`config.mk`:
```
export PLATFORM = sky130hd
export DESIGN_NAME = xotr_sequencer
export DESIGN_NICKNAME = d
export VERILOG_FILES = /design/src/rtl/xotr_sequencer_pkg.sv /design/src/rtl/xotr_sequencer_xpt_counter.sv /design/src/rtl/xotr_sequencer.sv
export SDC_FILE = /design/constraint.sdc
export NUM_CORES = 1
export LEC_CHECK = 0
export ABC_CLOCK_PERIOD_IN_PS = 4200
export CAP_MARGIN = 10
export CORE_UTILIZATION = 46
export DETAILED_ROUTE_END_ITERATION = 10
export HOLD_SLACK_MARGIN = 0.02
export PLACE_DENSITY = 0.81
export SLEW_MARGIN = 10
export SYNTH_ARGS = -nofsm -noshare
export SYNTH_HDL_FRONTEND = slang
export SYNTH_SLANG_ARGS = --single-unit
```
`constraint.sdc`:
```
create_clock -name CLK -period 4.2 [get_ports CLK]
set_clock_uncertainty 0.15 [all_clocks]
set_input_delay 0.84 -clock CLK [delete_from_list [all_inputs] [get_ports CLK]]
set_output_delay 0.84 -clock CLK [all_outputs]
set_load 0.02 [all_outputs]
```
`src/rtl/xotr_sequencer_pkg.sv`:
```
`default_nettype none
// ============================================================================
// Module      : xotr_sequencer_pkg
// Description : Shared constants for the XOTR opcode sequencer: state
//               encoding, phase-timer defaults and opcode width.
// Revision    : 1.0 - initial release
// ============================================================================
package xotr_sequencer_pkg;

    // Opcode byte width on the memory bus
    localparam int c_OPC_W = 8;

    // Phase-timer defaults
    localparam int c_XPT_W   = 5;
    localparam int c_XPT_MAX = 31;

    // Sequencer state encoding
    localparam logic [1:0] c_ST_RESET = 2'd0;
    localparam logic [1:0] c_ST_FETCH = 2'd1;
    localparam logic [1:0] c_ST_EXEC  = 2'd2;

endpackage : xotr_sequencer_pkg
`default_nettype wire

```
`src/rtl/xotr_sequencer_xpt_counter.sv`:
```
`default_nettype none
// ============================================================================
// Module      : xpt_counter
// Description : Execution-phase timer. Synchronous clear, count enable,
//               saturation at XPT_MAX, registered complement output and a
//               sticky overflow flag that only reset clears.
// Revision    : 1.0 - initial release
// ============================================================================
module xpt_counter
    import xotr_sequencer_pkg::*;
#(
    parameter int XPT_W   = c_XPT_W,
    parameter int XPT_MAX = c_XPT_MAX
) (
    input  logic             clk,
    input  logic             rst_n,
    input  logic             i_clr,
    input  logic             i_en,
    output logic [XPT_W-1:0] o_count,
    output logic [XPT_W-1:0] o_count_n,
    output logic             o_overflow
);

    localparam logic [XPT_W-1:0] c_MAX = XPT_MAX[XPT_W-1:0];

    logic [XPT_W-1:0] r_count;
    logic [XPT_W-1:0] r_count_n;
    logic             r_ovf;
    logic [XPT_W-1:0] w_inc;

    assign w_inc = r_count + 1'b1;

    // Count/clear/saturate; the complement is loaded from the same next value
    // so it can never disagree with the count on any cycle.
    always_ff @(posedge clk or negedge rst_n) begin
        if (!rst_n) begin
            r_count   <= '0;
            r_count_n <= '1;
            r_ovf     <= 1'b0;
        end else if (i_clr) begin
            r_count   <= '0;
            r_count_n <= '1;
        end else if (i_en && (r_count != c_MAX)) begin
            r_count   <= w_inc;
            r_count_n <= ~w_inc;
            if (w_inc == c_MAX) begin
                r_ovf <= 1'b1;
            end
        end
    end

    assign o_count    = r_count;
    assign o_count_n  = r_count_n;
    assign o_overflow = r_ovf;

endmodule : xpt_counter
`default_nettype wire

```
`src/rtl/xotr_sequencer.sv`:
```
`default_nettype none
// ============================================================================
// Module      : xotr_sequencer
// Description : Opcode fetch/execute sequencer with XOTR prefix tracking.
//               Latches opcodes in FETCH, runs the phase timer in EXEC and
//               steers the main or XOTR decoder enable from the XOTR flag.
// Revision    : 1.0 - initial release
// ============================================================================
module xotr_sequencer
    import xotr_sequencer_pkg::*;
#(
    parameter int XPT_W   = c_XPT_W,
    parameter int XPT_MAX = c_XPT_MAX
) (
    input  logic               CLK,
    input  logic               notReset,
    input  logic [c_OPC_W-1:0] Data,
    input  logic               Fetch_Valid,
    input  logic               Wait,
    input  logic               PR_Reset_XPT,
    input  logic               P2_Set_CM1,
    input  logic               P2_Set_XOTR,
    input  logic               P2_Reset_XOTR,
    input  logic               Pa_Ophd,
    output logic [XPT_W-1:0]   XPT,
    output logic [XPT_W-1:0]   notXPT,
    output logic [c_OPC_W-1:0] Source,
    output logic [c_OPC_W-1:0] notSource,
    output logic               Enable_Main,
    output logic               Enable_XOTR,
    output logic               CM1,
    output logic               XOTR,
    output logic               XPT_Overflow
);

    logic [1:0]         r_state;
    logic [c_OPC_W-1:0] r_source;
    logic [c_OPC_W-1:0] r_source_n;
    logic               r_xotr;
    logic               w_in_fetch;
    logic               w_in_exec;
    logic               w_accept;
    logic               w_xpt_clr;
    logic               w_xpt_en;
    logic               w_unused;

    assign w_in_fetch = (r_state == c_ST_FETCH);
    assign w_in_exec  = (r_state == c_ST_EXEC);
    assign w_accept   = w_in_fetch & Fetch_Valid;
    assign w_xpt_clr  = w_accept | (w_in_exec & PR_Reset_XPT);
    assign w_xpt_en   = w_in_exec & ~Wait;

    // Opcode-handled feedback carries no state here: Source only moves on an
    // accepted fetch.
    assign w_unused = Pa_Ophd;

    // State transitions: one cycle in RESET, wait for an opcode in FETCH,
    // leave EXEC only when the decoder ends the phase and requests M1.
    always_ff @(posedge CLK or negedge notReset) begin
        if (!notReset) begin
            r_state <= c_ST_RESET;
        end else begin
            case (r_state)
                c_ST_RESET: r_state <= c_ST_FETCH;
                c_ST_FETCH: if (Fetch_Valid) r_state <= c_ST_EXEC;
                c_ST_EXEC:  if (PR_Reset_XPT && P2_Set_CM1) r_state <= c_ST_FETCH;
                default:    r_state <= c_ST_RESET;
            endcase
        end
    end

    // Opcode latch with its complement loaded alongside.
    always_ff @(posedge CLK or negedge notReset) begin
        if (!notReset) begin
            r_source   <= '0;
            r_source_n <= '1;
        end else if (w_accept) begin
            r_source   <= Data;
            r_source_n <= ~Data;
        end
    end

    // XOTR flag: updated only in EXEC; set has priority over clear.
    always_ff @(posedge CLK or negedge notReset) begin
        if (!notReset) begin
            r_xotr <= 1'b0;
        end else if (w_in_exec) begin
            if (P2_Set_XOTR) begin
                r_xotr <= 1'b1;
            end else if (P2_Reset_XOTR) begin
                r_xotr <= 1'b0;
            end
        end
    end

    xpt_counter #(
        .XPT_W   (XPT_W),
        .XPT_MAX (XPT_MAX)
    ) u_xpt_counter (
        .clk        (CLK),
        .rst_n      (notReset),
        .i_clr      (w_xpt_clr),
        .i_en       (w_xpt_en),
        .o_count    (XPT),
        .o_count_n  (notXPT),
        .o_overflow (XPT_Overflow)
    );

    assign Source      = r_source;
    assign notSource   = r_source_n;
    assign XOTR        = r_xotr;
    assign CM1         = w_in_fetch;
    assign Enable_Main = w_in_exec & ~r_xotr;
    assign Enable_XOTR = w_in_exec &  r_xotr;

endmodule : xotr_sequencer
`default_nettype wire

```
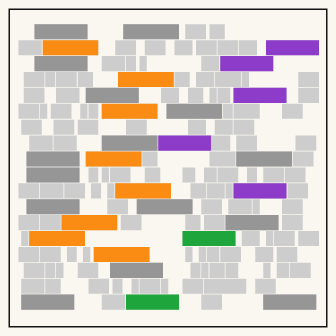
Run 1: where the registers sit
Other sequential cells in the stronger grey, the rest of the logic in the fainter grey.
| colour | name in the netlist | sequential cells |
|---|---|---|
| purple | `u_xpt_counter.o_count` | 5 |
| orange | `notSource` | 8 |
| green | `r_state` | 2 |
not coloured: 15
Final Util: 71.33%
Seq. cell area: 767.0 sq um
sequential power: 0.493 mW

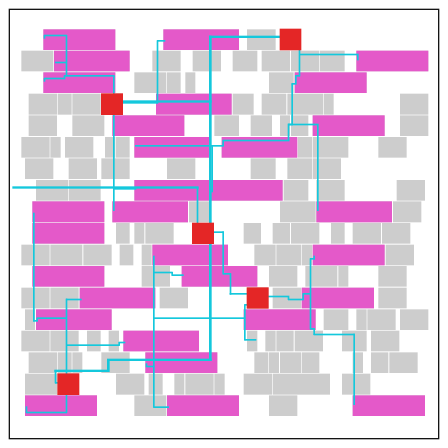
Run 1: clock distribution
[cyan] clock wires | length: 370 um
[magenta] flip-flops | count: 30
[red] clock-net drivers | count: 5
flops lie: spread over the die
P_clk: 0.159 mW
Clock Power Share: 13.1%
clk ins delay skew pair: 0.33 ns

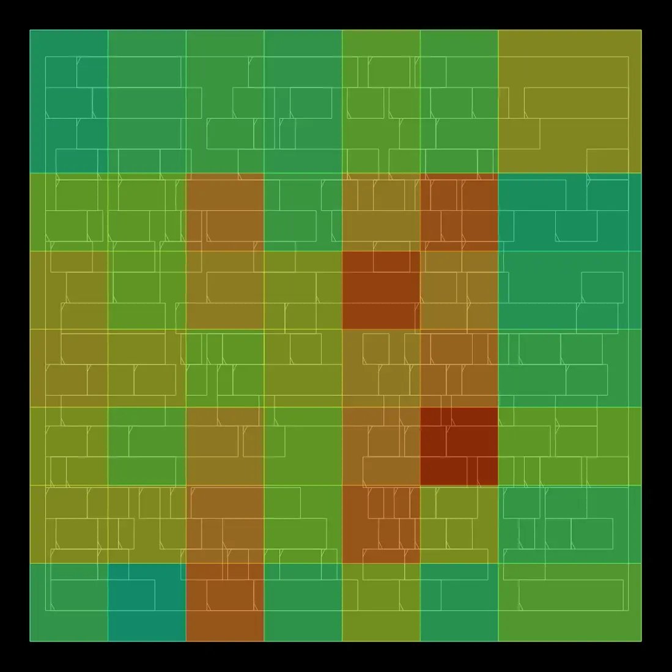
Run 1: track usage over the die
gr busiest metal: met2
overall global routing resource usage: 21.85%
WL/cell: 15.04 um
routing usage on met3: 12.15%

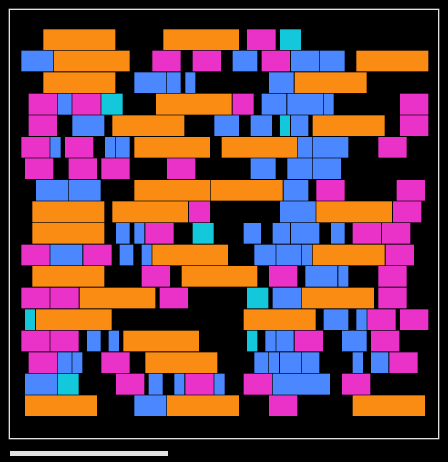
Run 1: placement by cell class
The bar under the picture is 20 um long.
| colour | class | cells |
|---|---|---|
| cyan | clock drivers and dummy loads | 8 |
| magenta | remaining buffers and delay cells | 48 |
| blue | remaining logic cells | 64 |
| orange | sequential cells | 30 |
# rows: 18
final instance area: 1799 sq um
core area: 2522 sq um
Seq/total area: 42.63%

==> reports/metrics.csv, run 1 <==
stage;metric;value;unit
run_status;outcome;finished, final reports clean;
logic_synthesis;main flop type;dfrtp_1;
logic_synthesis;Floorplan Nets;116;
clocking;Root Driver;clkbuf_4;
logic_synthesis;Largest logic family;AND-OR/OR-AND gates;
sta;Final setup viols;0;
job;OpenROAD warning count;28;
sta;f_max;0.3574;GHz
routing;drt drc;0;
global_route;initial antenna violation count;0;
cells_and_area;Buffers excl. clock;48;
critical_path;CP Launch Type;register;
die;Taps Inserted;30;
critical_path;CP Data Required Time;3.21;ns
sta;Final Hold Fails;0;
cells_and_area;Seq cells;30;
critical_path;cells on worst reg2reg path;6;
routing;total wire length;2707;um
critical_path;Max FO, Critical Path;6;
power_and_ir_drop;Max VDD drop;528.4;uV
logic_synthesis;adder-cell area share of the yosys netlist;3.012;%
clocking;# resized after CTS;0;
critical_path;element type at the critical path end;output pin;
cells_and_area;Inverters, non-clock;2;
global_route;global route overflow;0;
place;dpl hpwl;2020;um
critical_path;Crit Path Class;register to output pin;
clocking;CTS Buffer Depth;2;
sta;RSZ-0062 raised after global routing;no;
sta;post-layout period usage;66.62;%
sta;Final Max Tran Viols;0;
place;I/O Buffers;46;
critical_path;instance count on the critical path;3;
logic_synthesis;yosys cell count;96;
cells_and_area;layout cells sized above 1;22.00;%
sta;Period minus WS final;2.798;ns
cells_and_area;area grow syn2layout;44.38;%
cells_and_area;Largest area class, layout;registers;
critical_path;CP startpoint;r_state[0];
routing;antenna viol nets, final;0;
critical_path;worst path buffer plus inverter count;1;
routing;1st-iter DRT viols;11;
critical_path;crit path to;Enable_Main;
logic_synthesis;ys flops;30;
global_route;number of global-route vias before repair;948;
logic_synthesis;Ys Warns;0;
cells_and_area;multi-input gate count;62;
global_route;global-route wire length before repair;4284;um
hold_path;hold wc startpoint;u_xpt_counter.o_count_n[2];
power_and_ir_drop;leakage dissipation;0.7837;nW
clocking;CTS buffer count;5;
die;IO Pins;48;
critical_path;R2R setup slack;2.07;ns
logic_synthesis;Mux cell area share;8.032;%
die;Pre-Place Util;49.40;%
hold_path;Hold EP;u_xpt_counter.o_count_n[2];
sta;setup tns final;0;ns
clocking;H-tree levels;2;
logic_synthesis;Chip Area, Yosys;1246;sq um
routing;drt first pass iters;4;
clocking;TritonCTS clock tree;yes;
critical_path;r2r endpoint;u_xpt_counter.o_count[3];
cells_and_area;Final clock-cell share;2.712;%
routing;post-DR vias/cell;5.144;
place;GPL Wtd Cong;0.8628;
critical_path;delay-heaviest family, CP;buffers and inverters;
critical_path;peak per-stage delay on the critical path;0.61;ns
cells_and_area;Gate Area;462.9;sq um
logic_synthesis;Simple-Gate Area Share;10.94;%
logic_synthesis;Avg Cell Area, Syn;12.98;sq um
logic_synthesis;ys async rst share;100.0;%
die;Die Ht;54.05;um
run 1: placed cells by master (no fill, tap or decap), drive strengths merged, types with 3 or more instances in the layout:
cell type / netlist / routed
o21ai: 10 / 10
dfstp: 13 / 13
clkdlybuf4s50: 0 / 46
dfrtp: 17 / 17
a2bb2oi: 3 / 3
clkbuf: 1 / 8
a22o: 3 / 3
ha: 3 / 3
mux2: 8 / 8
nand2: 12 / 12
run 1: layer usage:
layer  routed length (um)  vias to the layer above  track usage [%]  share of wire, %
li1                     -                      448                -                 -
met1                 1117                      434            24.19                41
met2                 1291                       40            34.98                48
met3                  258                        4            12.15               9.5
met4                   40                        0            8.120               1.5
met5                    0                        -                0                 0
run 1: registers in the layout, indices dropped and copies added, names as in the netlist:
signal / cells
notSource: 8
r_state: 2
Source: 8
XOTR: 1
u_xpt_counter.o_count_n: 5
u_xpt_counter.o_overflow: 1
u_xpt_counter.o_count: 5
run 1: synth_stat cells, types with 2 or more instances:
cell / n / area share, %
ha_1: 3 / 3.0
a2bb2oi_1: 3 / 2.1
xnor2_1: 2 / 1.4
a21o_1: 2 / 1.2
dfstp_2: 13 / 27
nand2_1: 12 / 3.6
mux2_2: 8 / 7.2
o21ai_0: 9 / 3.6
a22o_1: 3 / 2.1
nor2_1: 2 / 0.60
dfrtp_1: 17 / 34
inv_1: 2 / 0.60
nor2b_1: 2 / 1.0
run 1: through the flow:
step / instances / setup WS (ns) / utilization [%]
after global routing: 180 / 1.290 / 71.33
final: 180 / 1.402 / 71.33
after CTS: 180 / 1.379 / 71.33
after detailed placement: 172 / 1.772 / 69.39
after global placement: 172 / 1.790 / 69.39
after floorplan: 96 / 2.144 / -
run 1: power breakdown:
group	switching [mW]	internal, mW
logic	0.282	0.287
clock network	0.0928	0.0666
registers	0.0725	0.421
==> inputs of run 2 (changes only) <==
ABC_CLOCK_PERIOD_IN_PS = 2940   (was 4200)
CORE_UTILIZATION = 43   (was 46)
PLACE_DENSITY = 0.77   (was 0.81)
clock period = 2.94 ns   (was 4.2 ns; I/O delays follow)
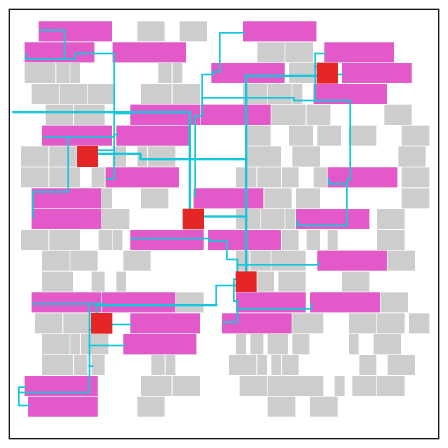
Run 2: clock distribution
[cyan] clock wires | length: 373 um
[magenta] flip-flops | count: 30
[red] clock-net drivers | count: 5
flops lie: spread over the die
P_clk: 0.223 mW
Clock Power Share: 12.9%

==> run 2 against run 1 <==
Sequential cell count unchanged. Worst hold slack worse by 0.0029 ns. Non-clock buffer count decreased by 1. Count of clock-buffer cells in the layout decreased by 3. Synthesized area unchanged. Sequential share of layout area is 0.18 points higher. Combinational power up 41%. Critical path type unchanged. Largest power group unchanged.
==> reports/metrics.csv, run 2 <==
stage;metric;value;unit;change
run_status;outcome;finished, final reports clean;;unchanged
sta;post-layout period usage;86.98;%;
critical_path;element type at the critical path end;output pin;;unchanged
cells_and_area;Gate Area;462.9;sq um;unchanged
place;DP Worst Slack;0.7321;ns;was 1.772 ns
routing;highest metal used;met4;;unchanged
logic_synthesis;ys flops;30;;unchanged
routing;antenna viol nets, final;0;;unchanged
routing;WL/cell;13.37;um;was 15.04 um
global_route;number of global-route vias before repair;927;;was 948
logic_synthesis;Largest logic family;AND-OR/OR-AND gates;;unchanged
logic_synthesis;Chip Area, Yosys;1246;sq um;unchanged
die;core area;2758;sq um;was 2522 sq um
logic_synthesis;main flop type;dfrtp_1;;unchanged
logic_synthesis;yosys cell count;96;;unchanged
sta;worst setup margin;0.3828;ns;was 1.402 ns
clocking;Root Driver;clkbuf_4;;unchanged
routing;drt first pass iters;4;;unchanged
logic_synthesis;adder-cell area share of the yosys netlist;3.012;%;unchanged
power_and_ir_drop;P_sw;0.6252;mW;was 0.4473 mW
global_route;gr busiest metal;met2;;unchanged
place;dpl hpwl;1775;um;was 2020 um
logic_synthesis;ys async rst share;100.0;%;unchanged
die;Pre-Place Util;45.19;%;was 49.40%
power_and_ir_drop;leakage dissipation;0.7831;nW;was 0.7837 nW
sta;f_max;0.3911;GHz;
global_route;global route overflow;0;;unchanged
global_route;met2 GRT Util;26.33;%;was 34.98%
clocking;TritonCTS clock tree;yes;;unchanged
logic_synthesis;Avg Cell Area, Syn;12.98;sq um;unchanged
routing;post-DR vias/cell;5.095;;was 5.144
global_route;global-route wire length before repair;4050;um;was 4284 um
logic_synthesis;top cells by count;dfrtp_1 (17), dfstp_2 (13), nand2_1 (12);;unchanged
routing;DR WL met2;1075;um;was 1291 um
cells_and_area;Top cells excl fill/tap;clkdlybuf4s50_1 (46), dfrtp_1 (17), dfstp_2 (13), nand2_1 (12), o21ai_0 (9);;unchanged
routing;drt drc;0;;unchanged
job;OpenROAD warning count;28;;unchanged
global_route;overall global routing resource usage;17.44;%;was 21.85%
critical_path;Max FO, Critical Path;6;;unchanged
clocking;clk ins delay skew pair;0.33;ns;about the same
sta;RSZ-0062 raised after global routing;no;;unchanged
logic_synthesis;Ys Warns;0;;unchanged
clocking;# resized after CTS;0;;unchanged
global_route;routing usage on met3;11.16;%;was 12.15%
critical_path;CP Launch Type;register;;unchanged
cells_and_area;most numerous logic cell after layout;clkdlybuf4s50_1;;unchanged
power_and_ir_drop;cell-internal power;1.094;mW;was 0.7740 mW
logic_synthesis;Floorplan Nets;116;;unchanged
sta;Final Hold Fails;0;;unchanged
sta;Final Max Tran Viols;0;;unchanged
clocking;CTS buffer count;5;;unchanged
logic_synthesis;Yosys top cell by instances;dfrtp_1;;unchanged
cells_and_area;Seq. cell area;767.0;sq um;unchanged
place;GPL Wtd Cong;0.8184;;was 0.8628
routing;met3 WL post-DR;283;um;was 258 um
place;I/O Buffers;46;;unchanged
routing;1st-iter DRT viols;17;;was 11
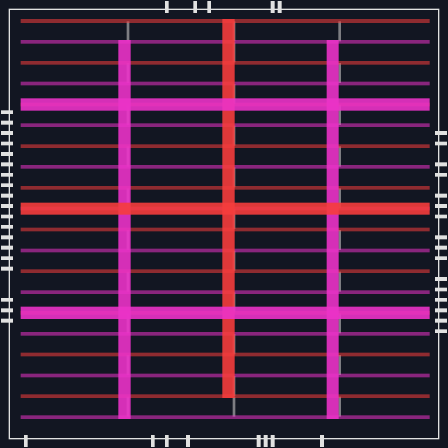
Run 2: floorplan with the power grid
Pins as bars on the die edge. Tap cells in grey.
| colour | net |
|---|---|
| magenta | VSS |
| red | VDD |
met5 straps: 3
met4 straps: 3
Max VDD drop: 760.3 uV
Die Ht: 55.84 um
chip width: 55.84 um

## run 2: cell counts after synthesis
Identical to the previous run, type by type.
## run 2: through the flow
step	utilization, %	cell area, sq um	cells
after floorplan	-	1246	96
after global placement	63.25	1744	172
after detailed placement	63.25	1744	172
after CTS	64.97	1792	179
after global routing	64.97	1792	179
final	64.97	1792	179
## run 2: kinds of logic after synthesis
family                     count (synthesis)
DFF                                       30
AOI/OAI and AO/OA                         24
and+or+nand+nor                           24
muxes                                      9
buffers and inverters                      4
adders and majority gates                  3
xor gates and xnor gates                   2
## run 2: power groups by stage
stage / Sequential (mW) / Clock (mW) / Combinational, mW
5_1_grt: 0.719 / 0.248 / 0.862
3_3_place_gp: 0.696 / 0 / 0.797
3_5_place_dp: 0.705 / 0 / 0.808
2_1_floorplan: 0.865 / 0 / 0.275
6_report: 0.696 / 0.223 / 0.801
4_1_cts: 0.698 / 0.228 / 0.812
## run 2: cell type report
class	instances	share of cell area (%)
multi-input combinational	62	25.84
inverter	2	0.4190
sequential	30	42.81
timing repair buffer	47	26.12
clock inverter	2	0.5587
tap	31	2.165
clock buffer	5	2.095
## run 2: critical path, cell delays in order, from the launching register on
cell and delay [ns]:
dfrtp_1 0.45, nand2b_1 0.28, nor2_1 0.14, clkdlybuf4s50_1 0.62
## run 2: worst paths after layout
check                                            from                         end  slack, ns  cells past startpoint
setup / recovery                           r_state[0]                 Enable_Main       0.38                      3
setup reg to reg             u_xpt_counter.o_count[0]    u_xpt_counter.o_count[4]       0.84                      6
max in group asynchronous                    notReset                notSource[4]       1.84                      2
min in group asynchronous                    notReset    u_xpt_counter.o_overflow       0.48                      2
hold reg to reg            u_xpt_counter.o_count_n[2]  u_xpt_counter.o_count_n[2]       0.32                      2
hold / removal             u_xpt_counter.o_count_n[2]  u_xpt_counter.o_count_n[2]       0.32                      2
Power is estimated from default activity; no workload was simulated.
